===== src/rtl/multiplier.sv =====
// Sequential shift-add unsigned multiplier, N x N -> 2N bits, one partial product per clock.
// Optional macro MULTIPLIER_EARLY_EXIT_EN ends the operation as soon as no set bits of B remain.
module multiplier #(
    parameter int N = 4
) (
    input  logic             i_clock,
    input  logic             i_reset,
    input  logic             i_start,
    input  logic [N-1:0]     i_multiplicand,
    input  logic [N-1:0]     i_multiplier,
    output logic             o_busy,
    output logic             o_finished,
    output logic [2*N-1:0]   o_product,
    output logic             o_overflow
);

    // Counter is wide enough to hold N itself, so the step index never aliases.
    localparam int CNT_W = $clog2(N) + 1;

    typedef enum logic [1:0] {
        IDLE = 2'd0,
        BUSY = 2'd1,
        DONE = 2'd2
    } state_t;

    state_t             state_q, state_d;
    logic [N-1:0]       a_q, a_d;
    logic [N-1:0]       b_q, b_d;
    logic [2*N-1:0]     acc_q, acc_d;
    logic [CNT_W-1:0]   cnt_q, cnt_d;
    logic [2*N-1:0]     addend;
    logic               last_step;

    always_ff @(posedge i_clock or negedge i_reset) begin
        if (!i_reset) begin
            state_q <= IDLE;
            a_q     <= '0;
            b_q     <= '0;
            acc_q   <= '0;
            cnt_q   <= '0;
        end else begin
            state_q <= state_d;
            a_q     <= a_d;
            b_q     <= b_d;
            acc_q   <= acc_d;
            cnt_q   <= cnt_d;
        end
    end

    always_comb begin
        state_d   = state_q;
        a_d       = a_q;
        b_d       = b_q;
        acc_d     = acc_q;
        cnt_d     = cnt_q;
        addend    = '0;
        last_step = 1'b0;

        case (state_q)
            IDLE, DONE: begin
                if (i_start) begin
                    a_d     = i_multiplicand;
                    b_d     = i_multiplier;
                    acc_d   = '0;
                    cnt_d   = '0;
                    state_d = BUSY;
                end
            end
            BUSY: begin
                // B is consumed LSB-first; A is weighted by the step index.
                if (b_q[0]) begin
                    addend = {{N{1'b0}}, a_q} << cnt_q;
                end
                acc_d = acc_q + addend;
                b_d   = b_q >> 1;
                cnt_d = cnt_q + CNT_W'(1);
`ifdef MULTIPLIER_EARLY_EXIT_EN
                last_step = (cnt_q == CNT_W'(N - 1)) || (b_d == '0);
`else
                last_step = (cnt_q == CNT_W'(N - 1));
`endif
                if (last_step) begin
                    state_d = DONE;
                end
            end
            default: begin
                state_d = IDLE;
            end
        endcase
    end

    assign o_busy     = (state_q == BUSY);
    assign o_finished = (state_q == DONE);
    // Product is exposed only once complete; zero otherwise so reset/idle read as 0.
    assign o_product  = o_finished ? acc_q : '0;
    assign o_overflow = |o_product[2*N-1:N];

endmodule


===== config.mk =====
export PLATFORM = sky130hd
export DESIGN_NAME = multiplier
export DESIGN_NICKNAME = d
export VERILOG_FILES = /design/src/rtl/multiplier.sv
export SDC_FILE = /design/constraint.sdc
export NUM_CORES = 1
export LEC_CHECK = 0
export CAP_MARGIN = 25
export CORE_MARGIN = 5
export CORE_UTILIZATION = 25
export CTS_BUF_LIST = sky130_fd_sc_hd__clkbuf_16
export DETAILED_ROUTE_END_ITERATION = 12
export DONT_BUFFER_PORTS = 1
export PLACE_DENSITY = 0.38
export SLEW_MARGIN = 25
export SYNTH_ARGS = -nofsm -noshare
export SYNTH_HDL_FRONTEND = slang
export SYNTH_SLANG_ARGS = --single-unit

===== constraint.sdc =====
create_clock -name i_clock -period 6.5 [get_ports i_clock]
set_input_delay 1.3 -clock i_clock [delete_from_list [all_inputs] [get_ports i_clock]]
set_output_delay 1.3 -clock i_clock [all_outputs]
set_load 0.005 [all_outputs]

**Clock distribution**

Drawn at 6 px/um.
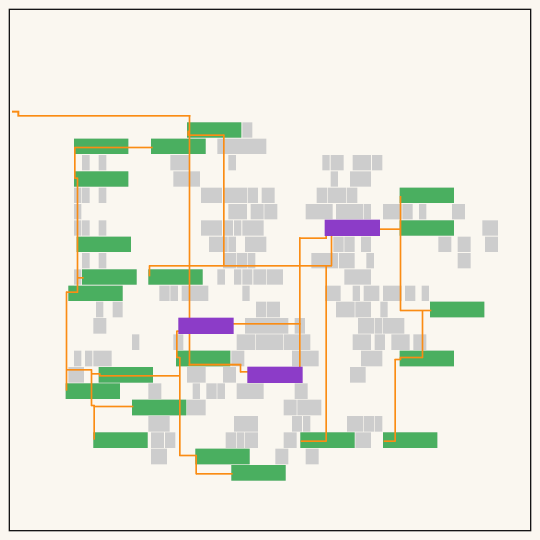
- purple: cells driving clock nets (count 3)
- orange: clock wires (length 428 um)
- green: flip-flops (count 21)
- routed clock nets: 4
maximum clock skew at final layout: 0.00484 ns
Clk pwr share: 17.9%
clk ins delay skew pair: 0.26 ns
clock network power consumption: 0.140 mW

**Placement by cell class**

Drawn at 4 px/um. Fill, decap, tap and diode cells in grey.
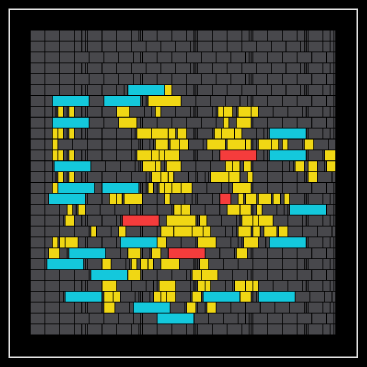
- yellow: all other logic (cells 135; share of their area 60%)
- red: clock drivers and dummy loads (cells 4; share of their area 5.5%)
- cyan: flops (cells 21; share of their area 35%)
area of the core: 5820 sq um
total non-filler cell area in the finished layout: 1600 sq um

**I/O nets highlighted**

Drawn at 4 px/um.
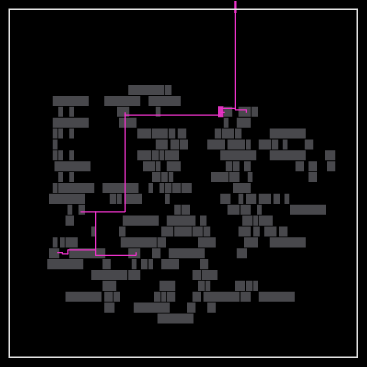
- magenta: `o_busy` (direction output; edge top; end cells 1; buffers 0; wire 125 um)
Port Buffers: 0
ports placed on the boundary: 22

==> flow_metrics.env <==
# physical design summary
export IMPL_post_dp_cell_area_sq_um=1520
export IMPL_post_cts_resized=0
export IMPL_die_size_x_um=86.7
export IMPL_final_core_util_pct=27.5
export IMPL_worst_endpoint_arrival_ns=1.97
export IMPL_critical_path_reg2reg_startpoint="cnt_q[0]$_DFFE_PN0P_"
export IMPL_setup_ws_ns=3.23
export IMPL_crit_fanout=18
export IMPL_outcome="finished clean"
export IMPL_share_comb_of_total_power_pct=46.9
export IMPL_synthCells=165
export IMPL_preCtsSetupSlack_ns=3.47
export IMPL_yosys_register_bits=21
export IMPL_finalHoldWorstSlack_ns=0.492
export IMPL_count_of_tritonroute_iterations_in_the_first_routing_pass=4
export IMPL_hold_buffers=0
export IMPL_synth_seq_area_share_pct=35.8
export IMPL_final_cell_count_no_fill=235
export IMPL_power_switching_mw=0.339
export IMPL_timing_hold_worst_class="flip-flop to flip-flop"
export IMPL_unrepaired_setup_endpoints_after_global_routing="false"
export IMPL_wire_per_inst_um=15.3
export IMPL_seq_area_sq_um=526
export IMPL_pin_count_of_the_biggest_net_entering_global_routing=22
export IMPL_ir_drop_mv=0.143
export IMPL_critPathLaunch="state_q[0]$_DFFE_PN0P_"
export IMPL_synth_stat_cells=165
export IMPL_p_seq_share_pct=35.3
export IMPL_grt_pass1_wl_um=6090
export IMPL_nets=182
export IMPL_finalSetupViolations=0
export IMPL_p_sw_share_pct=43.2
export IMPL_grt_pass1_vias=1156
export IMPL_mappedNetlistNets=186
export IMPL_power_leakage_nw=0.724
export IMPL_n_antenna_cell=0
export IMPL_critical_path_startpoint_type="flip-flop"
export IMPL_slew_violations=0
export IMPL_hold_violations=0
export IMPL_internal_power_mw=0.445
export IMPL_setup_total_negative_slack_ns=0
export IMPL_initial_antenna_violation_count=0
export IMPL_number_of_nets_still_failing_antenna_checks_after_routing=0
export IMPL_grt_overflow=0
export IMPL_synthesis_area_sq_um=1470
export IMPL_chip_area_sq_um=7510
export IMPL_openroad_warnings=26
export IMPL_clock_tree_htree_level_count=1
export IMPL_timing_critical_path_to_type="primary output"
export IMPL_post_route_drc_count=0
export IMPL_hpwlAfterDp_um=2760
export IMPL_critical_path_required_ns=5.20
export IMPL_timing_fmax_mhz=306
export IMPL_clkTransAtPathRegs_ns=0.06
export IMPL_cts_root_buf="clkbuf_16"
export IMPL_power_density_nw_per_um2=490
export IMPL_clock_tree_from_tritoncts="done"
export IMPL_final_layout_top_logic_cell="nand2_1"
export IMPL_cts_post_setup_buffers_inserted=0
export IMPL_yosys_area_sq_um=1470
export IMPL_timing_worst_slew_pin_value_ns=0.596
export IMPL_slew_headroom_pct=60.1
export IMPL_core_utilization_before_placement_pct=25.3
export IMPL_post_route_period_util_pct=50.4
export IMPL_drive_above_1_share_pct=6.88
export IMPL_timing_hold_worst_start="b_q[1]$_DFFE_PN0P_"
export IMPL_die_h_um=86.7
export IMPL_yosysUniqueCellTypes=41
export IMPL_grt_util_all_layers_pct=10.7
export IMPL_row_count=28
export IMPL_final_critical_path_required_period_ns=3.27
export IMPL_cts_max_path_buffers=2
export IMPL_drtIter0Drc=40
export IMPL_placer_congestion_estimate=0.784
export IMPL_max_cap_violations=0
export IMPL_area_combinational_sq_um=888
export IMPL_most_common_layout_cells="nand2_1 (30), dfrtp_1 (21), o21ai_0 (11)"
export IMPL_syn_avg_cell_area_sq_um=8.90
export IMPL_finalPower_mw=0.784
export IMPL_syn2layout_area_growth_pct=9.03
export IMPL_setup_worst_path_class="flip-flop to primary output"
export IMPL_n_fill_cell=649
**The metal 2 layer**

Drawn at 6 px/um. Cells faint in the background.
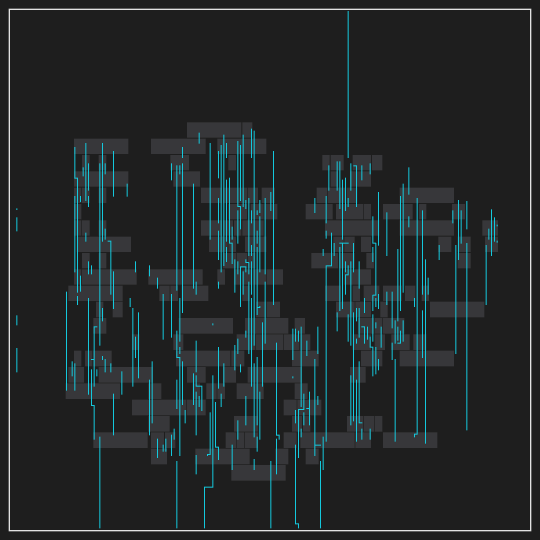
- wire length on this layer: 1660 um
- share of all routed wire: 46%
- longest straight run: 39.3 um
wire length reported by the detailed router: 3600 um
met2 global-route usage: 16.8%
vias post-DR: 1159

**Clock nets**

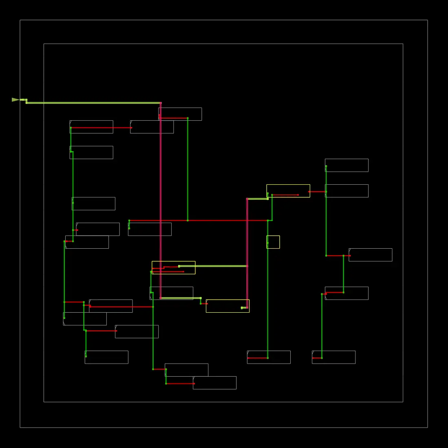
TritonCTS buffer count: 3
sequential cell count: 21
clk sink count: 21

==> Yosys cell counts <==
cell / instances / area (sq um)
or4b_1: 2 / 20.0
nor2_1: 5 / 18.8
o41ai_1: 1 / 8.76
and2b_2: 1 / 8.76
o211a_1: 1 / 10.0
nor3b_1: 2 / 15.0
a22oi_1: 1 / 7.51
and3_1: 2 / 12.5
nand4b_1: 1 / 8.76
fa_1: 1 / 20.0
o2111ai_1: 2 / 17.5
nor3_1: 3 / 15.0
nand2b_1: 5 / 31.3
clkbuf_1: 6 / 22.5
clkinv_1: 1 / 3.75
nand2_1: 30 / 113
a311o_1: 1 / 10.0
o211ai_1: 1 / 7.51
ha_1: 9 / 113
xnor2_1: 4 / 35.0
and3_2: 1 / 7.51
dfrtp_1: 21 / 526
mux4_2: 1 / 22.5
mux2i_1: 4 / 40.0
a32oi_1: 1 / 8.76
a211oi_1: 2 / 15.0
or4_1: 1 / 7.51
buf_2: 2 / 10.0
mux2_2: 3 / 33.8
buf_6: 1 / 11.3
a22o_1: 4 / 35.0
a31oi_1: 1 / 6.26
o22ai_1: 1 / 6.26
a21oi_1: 6 / 30.0
nor2b_1: 6 / 37.5
or2_2: 1 / 6.26
nand3_1: 5 / 25.0
inv_1: 2 / 7.51
and2_1: 8 / 50.1
a21o_1: 4 / 30.0
o21ai_0: 11 / 55.1
==> state kept, by name (all words and copies together), names as in the netlist <==
register / cells
acc_q: 8
a_q: 4
b_q: 4
cnt_q: 3
state_q: 2
==> final cells by class <==
type	count	share of cell area (%)
multi-input combinational	132	55.5
sequential	21	32.8
tap	75	5.86
clock buffer	3	4.69
inverter	3	0.703
clock inverter	1	0.469
==> critical path: stages, from the launching register on <==
cell     delay (ns)
dfrtp_1        0.65
nor2b_1        0.26
and2_1         0.25
or4_1          0.54
==> power groups by stage <==
stage | registers (mW) | clock network (mW) | logic [mW]
detailed placement | 0.282 | 0 | 0.371
global route | 0.291 | 0.150 | 0.423
finish | 0.276 | 0.140 | 0.367
CTS | 0.278 | 0.146 | 0.375
floorplan | 0.227 | 0 | 0.343
global placement | 0.276 | 0 | 0.369
==> kinds of logic (layout without fill, tap and decap cells) <==
family | Yosys count | in the layout | share of synthesized area, %
AOI/OAI and AO/OA | 37 | 37 | 16.9
xor gates and xnor gates | 4 | 4 | 2.38
adders and majority gates | 10 | 10 | 9.03
buffers and inverters | 12 | 7 | 3.75
DFF | 21 | 21 | 35.8
muxes | 8 | 8 | 6.56
and+or+nand+nor | 73 | 73 | 25.6
==> worst paths after layout <==
| kind | to | slack (ns) | cells past startpoint |
|---|---|---|---|
| setup / recovery | o_overflow | 3.23 | 3 |
| hold / removal | b_q[1]$_DFFE_PN0P_ | 0.49 | 2 |
| setup reg to reg | acc_q[7]$_DFFE_PN0P_ | 3.64 | 8 |
| hold reg to reg | b_q[1]$_DFFE_PN0P_ | 0.49 | 2 |
| max in group asynchronous | acc_q[0]$_DFFE_PN0P_ | 5.70 | 0 |
| min in group asynchronous | cnt_q[2]$_DFFE_PN0P_ | 0.73 | 0 |
==> routing by layer <==
metal	wire length, um	track usage [%]	vias up
met5	0	0	-
met4	64	4.67	0
met3	174	2.66	5
met2	1660	16.8	23
met1	1700	13.8	555
li1	-	-	576
No activity file was given, so power comes from the tool's default toggle rates.
